<file path="config.mk">
export PLATFORM = sky130hd
export DESIGN_NAME = stream_switch_axil_regs_flat
export DESIGN_NICKNAME = d
export VERILOG_FILES = /design/src/rtl/stream_switch_axil_regs_if.sv /design/src/rtl/stream_switch_axil_regs.sv /design/src/flat_wrapper.sv
export SDC_FILE = /design/constraint.sdc
export NUM_CORES = 1
export LEC_CHECK = 0
export CORE_UTILIZATION = 48
export CTS_BUF_LIST = sky130_fd_sc_hd__clkbuf_2
export DETAILED_ROUTE_END_ITERATION = 8
export PLACE_DENSITY_LB_ADDON = 0.1
export SETUP_SLACK_MARGIN = 0.2
export SYNTH_ARGS = -nofsm -noshare
export SYNTH_HDL_FRONTEND = slang
export SYNTH_SLANG_ARGS = --single-unit
</file>
<file path="constraint.sdc">
create_clock -name aclk -period 2.1 [get_ports aclk]
set_input_delay 0.42 -clock aclk [delete_from_list [all_inputs] [get_ports aclk]]
set_output_delay 0.42 -clock aclk [all_outputs]
set_load 0.02 [all_outputs]
</file>
<file path="src/rtl/stream_switch_axil_regs_if.sv">
// AXI4-Lite channel bundle between a bus master and the stream-switch
// register block.
interface stream_switch_axil_regs_if;
   logic        awvalid;
   logic        awready;
   logic [31:0] awaddr;
   logic        wvalid;
   logic        wready;
   logic [31:0] wdata;
   logic        bvalid;
   logic [1:0]  bresp;
   logic        bready;
   logic        arvalid;
   logic        arready;
   logic [31:0] araddr;
   logic        rvalid;
   logic [31:0] rdata;
   logic [1:0]  rresp;
   logic        rready;

   modport master (
      output awvalid, awaddr, wvalid, wdata, bready, arvalid, araddr, rready,
      input  awready, wready, bvalid, bresp, arready, rvalid, rdata, rresp
   );

   modport slave (
      input  awvalid, awaddr, wvalid, wdata, bready, arvalid, araddr, rready,
      output awready, wready, bvalid, bresp, arready, rvalid, rdata, rresp
   );
endinterface

</file>
<file path="src/rtl/stream_switch_axil_regs.sv">
// AXI4-Lite control/status registers for one stream-switch element:
// ID, CTRL (enable + route), SCRATCH and a clearable packet counter.
module stream_switch_axil_regs #(
   parameter logic [31:0] ID_VALUE = 32'h5357_0001
) (
   input  logic                       aclk,
   input  logic                       aresetn,
   stream_switch_axil_regs_if.slave   s_axil,
   input  logic                       pkt_done,
   output logic                       sw_enable,
   output logic [1:0]                 sw_route
);
   localparam logic [9:0] REG_ID      = 10'd0;
   localparam logic [9:0] REG_CTRL    = 10'd1;
   localparam logic [9:0] REG_SCRATCH = 10'd2;
   localparam logic [9:0] REG_PKT_CNT = 10'd3;
   localparam logic [1:0] RESP_OKAY   = 2'b00;
   localparam logic [1:0] RESP_SLVERR = 2'b10;

   logic        rdy_en_reg;
   logic        aw_held_reg;
   logic [9:0]  aw_idx_reg;
   logic        w_held_reg;
   logic [31:0] wdata_reg;
   logic        bvalid_reg;
   logic [1:0]  bresp_reg;
   logic        rvalid_reg;
   logic [31:0] rdata_reg;
   logic [1:0]  rresp_reg;
   logic [2:0]  ctrl_reg;
   logic [31:0] scratch_reg;
   logic [31:0] pkt_cnt_reg;

   logic        aw_hs;
   logic        w_hs;
   logic        ar_hs;
   logic        wr_commit;
   logic [9:0]  wr_idx;
   logic [31:0] wr_data;
   logic        wr_hit;
   logic [31:0] rd_data_next;
   logic [1:0]  rd_resp_next;
   logic        unused_addr_bits;

   // Readies come only from registered state, never from the valids.
   assign s_axil.awready = rdy_en_reg & ~aw_held_reg & ~bvalid_reg;
   assign s_axil.wready  = rdy_en_reg & ~w_held_reg & ~bvalid_reg;
   assign s_axil.arready = rdy_en_reg & ~rvalid_reg;
   assign s_axil.bvalid  = bvalid_reg;
   assign s_axil.bresp   = bresp_reg;
   assign s_axil.rvalid  = rvalid_reg;
   assign s_axil.rdata   = rdata_reg;
   assign s_axil.rresp   = rresp_reg;
   assign sw_enable      = ctrl_reg[0];
   assign sw_route       = ctrl_reg[2:1];

   assign aw_hs = s_axil.awvalid & s_axil.awready;
   assign w_hs  = s_axil.wvalid & s_axil.wready;
   assign ar_hs = s_axil.arvalid & s_axil.arready;

   // A write commits on the edge where its second half arrives, so the
   // live bus value is used for whichever half is not yet held.
   assign wr_commit = (aw_held_reg | aw_hs) & (w_held_reg | w_hs);
   assign wr_idx    = aw_held_reg ? aw_idx_reg : s_axil.awaddr[11:2];
   assign wr_data   = w_held_reg ? wdata_reg : s_axil.wdata;
   assign wr_hit    = (wr_idx <= REG_PKT_CNT);

   assign unused_addr_bits = ^{s_axil.awaddr[31:12], s_axil.awaddr[1:0],
                               s_axil.araddr[31:12], s_axil.araddr[1:0]};

   always_comb begin
      rd_data_next = 32'd0;
      rd_resp_next = RESP_OKAY;
      case (s_axil.araddr[11:2])
         REG_ID:      rd_data_next = ID_VALUE;
         REG_CTRL:    rd_data_next = {29'd0, ctrl_reg};
         REG_SCRATCH: rd_data_next = scratch_reg;
         REG_PKT_CNT: rd_data_next = pkt_cnt_reg;
         default:     rd_resp_next = RESP_SLVERR;
      endcase
   end

   always_ff @(posedge aclk or negedge aresetn) begin
      if (!aresetn) begin
         rdy_en_reg  <= 1'b0;
         aw_held_reg <= 1'b0;
         aw_idx_reg  <= 10'd0;
         w_held_reg  <= 1'b0;
         wdata_reg   <= 32'd0;
         bvalid_reg  <= 1'b0;
         bresp_reg   <= RESP_OKAY;
         rvalid_reg  <= 1'b0;
         rdata_reg   <= 32'd0;
         rresp_reg   <= RESP_OKAY;
         ctrl_reg    <= 3'd0;
         scratch_reg <= 32'd0;
         pkt_cnt_reg <= 32'd0;
      end else begin
         rdy_en_reg <= 1'b1;

         if (bvalid_reg && s_axil.bready) begin
            bvalid_reg <= 1'b0;
         end
         if (wr_commit) begin
            aw_held_reg <= 1'b0;
            w_held_reg  <= 1'b0;
            bvalid_reg  <= 1'b1;
            bresp_reg   <= wr_hit ? RESP_OKAY : RESP_SLVERR;
            if (wr_idx == REG_CTRL) begin
               ctrl_reg <= wr_data[2:0];
            end
            if (wr_idx == REG_SCRATCH) begin
               scratch_reg <= wr_data;
            end
         end else begin
            if (aw_hs) begin
               aw_held_reg <= 1'b1;
               aw_idx_reg  <= s_axil.awaddr[11:2];
            end
            if (w_hs) begin
               w_held_reg <= 1'b1;
               wdata_reg  <= s_axil.wdata;
            end
         end

         // A clear landing together with a packet pulse leaves the count at 0.
         if (wr_commit && wr_idx == REG_PKT_CNT) begin
            pkt_cnt_reg <= 32'd0;
         end else if (pkt_done && ctrl_reg[0]) begin
            pkt_cnt_reg <= pkt_cnt_reg + 32'd1;
         end

         if (rvalid_reg && s_axil.rready) begin
            rvalid_reg <= 1'b0;
         end
         if (ar_hs) begin
            rvalid_reg <= 1'b1;
            rdata_reg  <= rd_data_next;
            rresp_reg  <= rd_resp_next;
         end
      end
   end
endmodule

</file>
<file path="src/flat_wrapper.sv">
// flat-port wrapper written by rule: the top's interface ports become plain ports
module stream_switch_axil_regs_flat 
#(
   parameter logic [31:0] ID_VALUE = 32'h5357_0001
)
  (aclk, aresetn, pkt_done, sw_enable, sw_route, s_axil_awvalid, s_axil_awaddr, s_axil_wvalid, s_axil_wdata, s_axil_bready, s_axil_arvalid, s_axil_araddr, s_axil_rready, s_axil_awready, s_axil_wready, s_axil_bvalid, s_axil_bresp, s_axil_arready, s_axil_rvalid, s_axil_rdata, s_axil_rresp);
  stream_switch_axil_regs_if s_axil_i ();
  input  logic aclk;
  input  logic aresetn;
  input  logic pkt_done;
  output logic sw_enable;
  output logic [1:0] sw_route;
  input wire logic [$bits(s_axil_i.awvalid)-1:0] s_axil_awvalid;
  input wire logic [$bits(s_axil_i.awaddr)-1:0] s_axil_awaddr;
  input wire logic [$bits(s_axil_i.wvalid)-1:0] s_axil_wvalid;
  input wire logic [$bits(s_axil_i.wdata)-1:0] s_axil_wdata;
  input wire logic [$bits(s_axil_i.bready)-1:0] s_axil_bready;
  input wire logic [$bits(s_axil_i.arvalid)-1:0] s_axil_arvalid;
  input wire logic [$bits(s_axil_i.araddr)-1:0] s_axil_araddr;
  input wire logic [$bits(s_axil_i.rready)-1:0] s_axil_rready;
  output wire logic [$bits(s_axil_i.awready)-1:0] s_axil_awready;
  output wire logic [$bits(s_axil_i.wready)-1:0] s_axil_wready;
  output wire logic [$bits(s_axil_i.bvalid)-1:0] s_axil_bvalid;
  output wire logic [$bits(s_axil_i.bresp)-1:0] s_axil_bresp;
  output wire logic [$bits(s_axil_i.arready)-1:0] s_axil_arready;
  output wire logic [$bits(s_axil_i.rvalid)-1:0] s_axil_rvalid;
  output wire logic [$bits(s_axil_i.rdata)-1:0] s_axil_rdata;
  output wire logic [$bits(s_axil_i.rresp)-1:0] s_axil_rresp;
  assign s_axil_i.awvalid = s_axil_awvalid;
  assign s_axil_i.awaddr = s_axil_awaddr;
  assign s_axil_i.wvalid = s_axil_wvalid;
  assign s_axil_i.wdata = s_axil_wdata;
  assign s_axil_i.bready = s_axil_bready;
  assign s_axil_i.arvalid = s_axil_arvalid;
  assign s_axil_i.araddr = s_axil_araddr;
  assign s_axil_i.rready = s_axil_rready;
  assign s_axil_awready = s_axil_i.awready;
  assign s_axil_wready = s_axil_i.wready;
  assign s_axil_bvalid = s_axil_i.bvalid;
  assign s_axil_bresp = s_axil_i.bresp;
  assign s_axil_arready = s_axil_i.arready;
  assign s_axil_rvalid = s_axil_i.rvalid;
  assign s_axil_rdata = s_axil_i.rdata;
  assign s_axil_rresp = s_axil_i.rresp;
  stream_switch_axil_regs #(.ID_VALUE(ID_VALUE)) u_core (.aclk(aclk), .aresetn(aresetn), .s_axil(s_axil_i), .pkt_done(pkt_done), .sw_enable(sw_enable), .sw_route(sw_route));
endmodule
</file>
m1.png
Supply wires on this layer in grey.
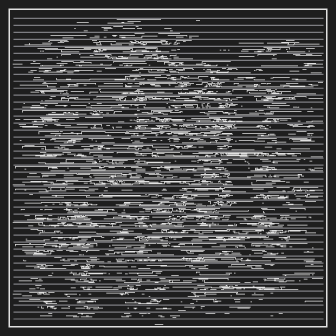
wire length on this layer: 7580 µm
longest straight run: 46.0 µm
nets with wire on the layer: 739
main direction: horizontal

m2.png
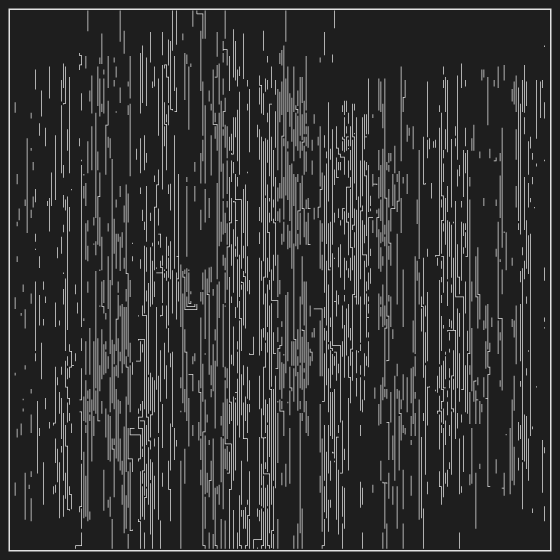
share of all routed wire: 50%
nets with wire on the layer: 742

m3.png
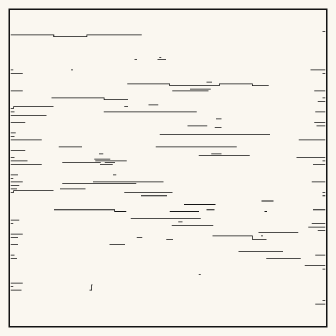
nets with wire on the layer: 88
share of all routed wire: 5.0%
main direction: horizontal
wire length on this layer: 879 µm
longest straight run: 42.6 µm
Via Count: 5377
M3 GR Usage: 0.0540
WL final: 17600 µm

m4.png
Bar = 20 µm. Supply wires on this layer in grey.
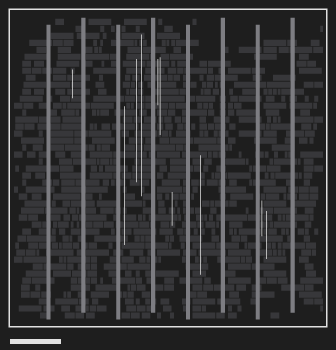
share of all routed wire: 1.8%
nets with wire on the layer: 7
longest straight run: 62.6 µm
wire length on this layer: 314 µm

==> CHANGELOG.md <==
### Metrics

* FF-to-FF path depth at 9
* P_leak at roughly 4.1 nW
* Dpl cells at slightly below 900
* TNS Setup at 0 ns
* Hold-fix buffers, CTS at 1
* Ys cells at slightly above 600
* Die height at around 120 µm
* DR WL/cell at about 18 µm
* Signal buffers at 174
* Resized cells post-CTS at about 190
* Setup ws final at about 0.021 ns
* Core footprint at between 10000 and 15000 µm²
* # fillers at 1097
* Outcome: finished clean
* Worst Skew at ~0.042 ns
* Clock slew at reported path FFs at around 0.23 ns
* Global routing's busiest layer: met2
* Seq_cells at approximately 150
* Clkbuf count at 19
* Root Buffer: clkbuf_2
* Design area at roughly 9200 µm²
* Top Family by Delay on Critical Path: buffers and inverters
* Internal at just under 5 mW
* Final Max Slew Viols at 0
* NumNets Final at approximately 870
* Antenna violations before repair at 1
* CTS H-Tree Depth at 4
* Iter 0 DRT Violations at 281
* Critical path endpoint: u_core.pkt_cnt_reg[25]
* Simple Share, Synth at 0.132
* Num CTS Buffers at 17
* Mapped Avg Cell Area at between 10 and 15 µm²
* Signal buf overhead at 0.176
* Logic area at between 3000 and 4000 µm²
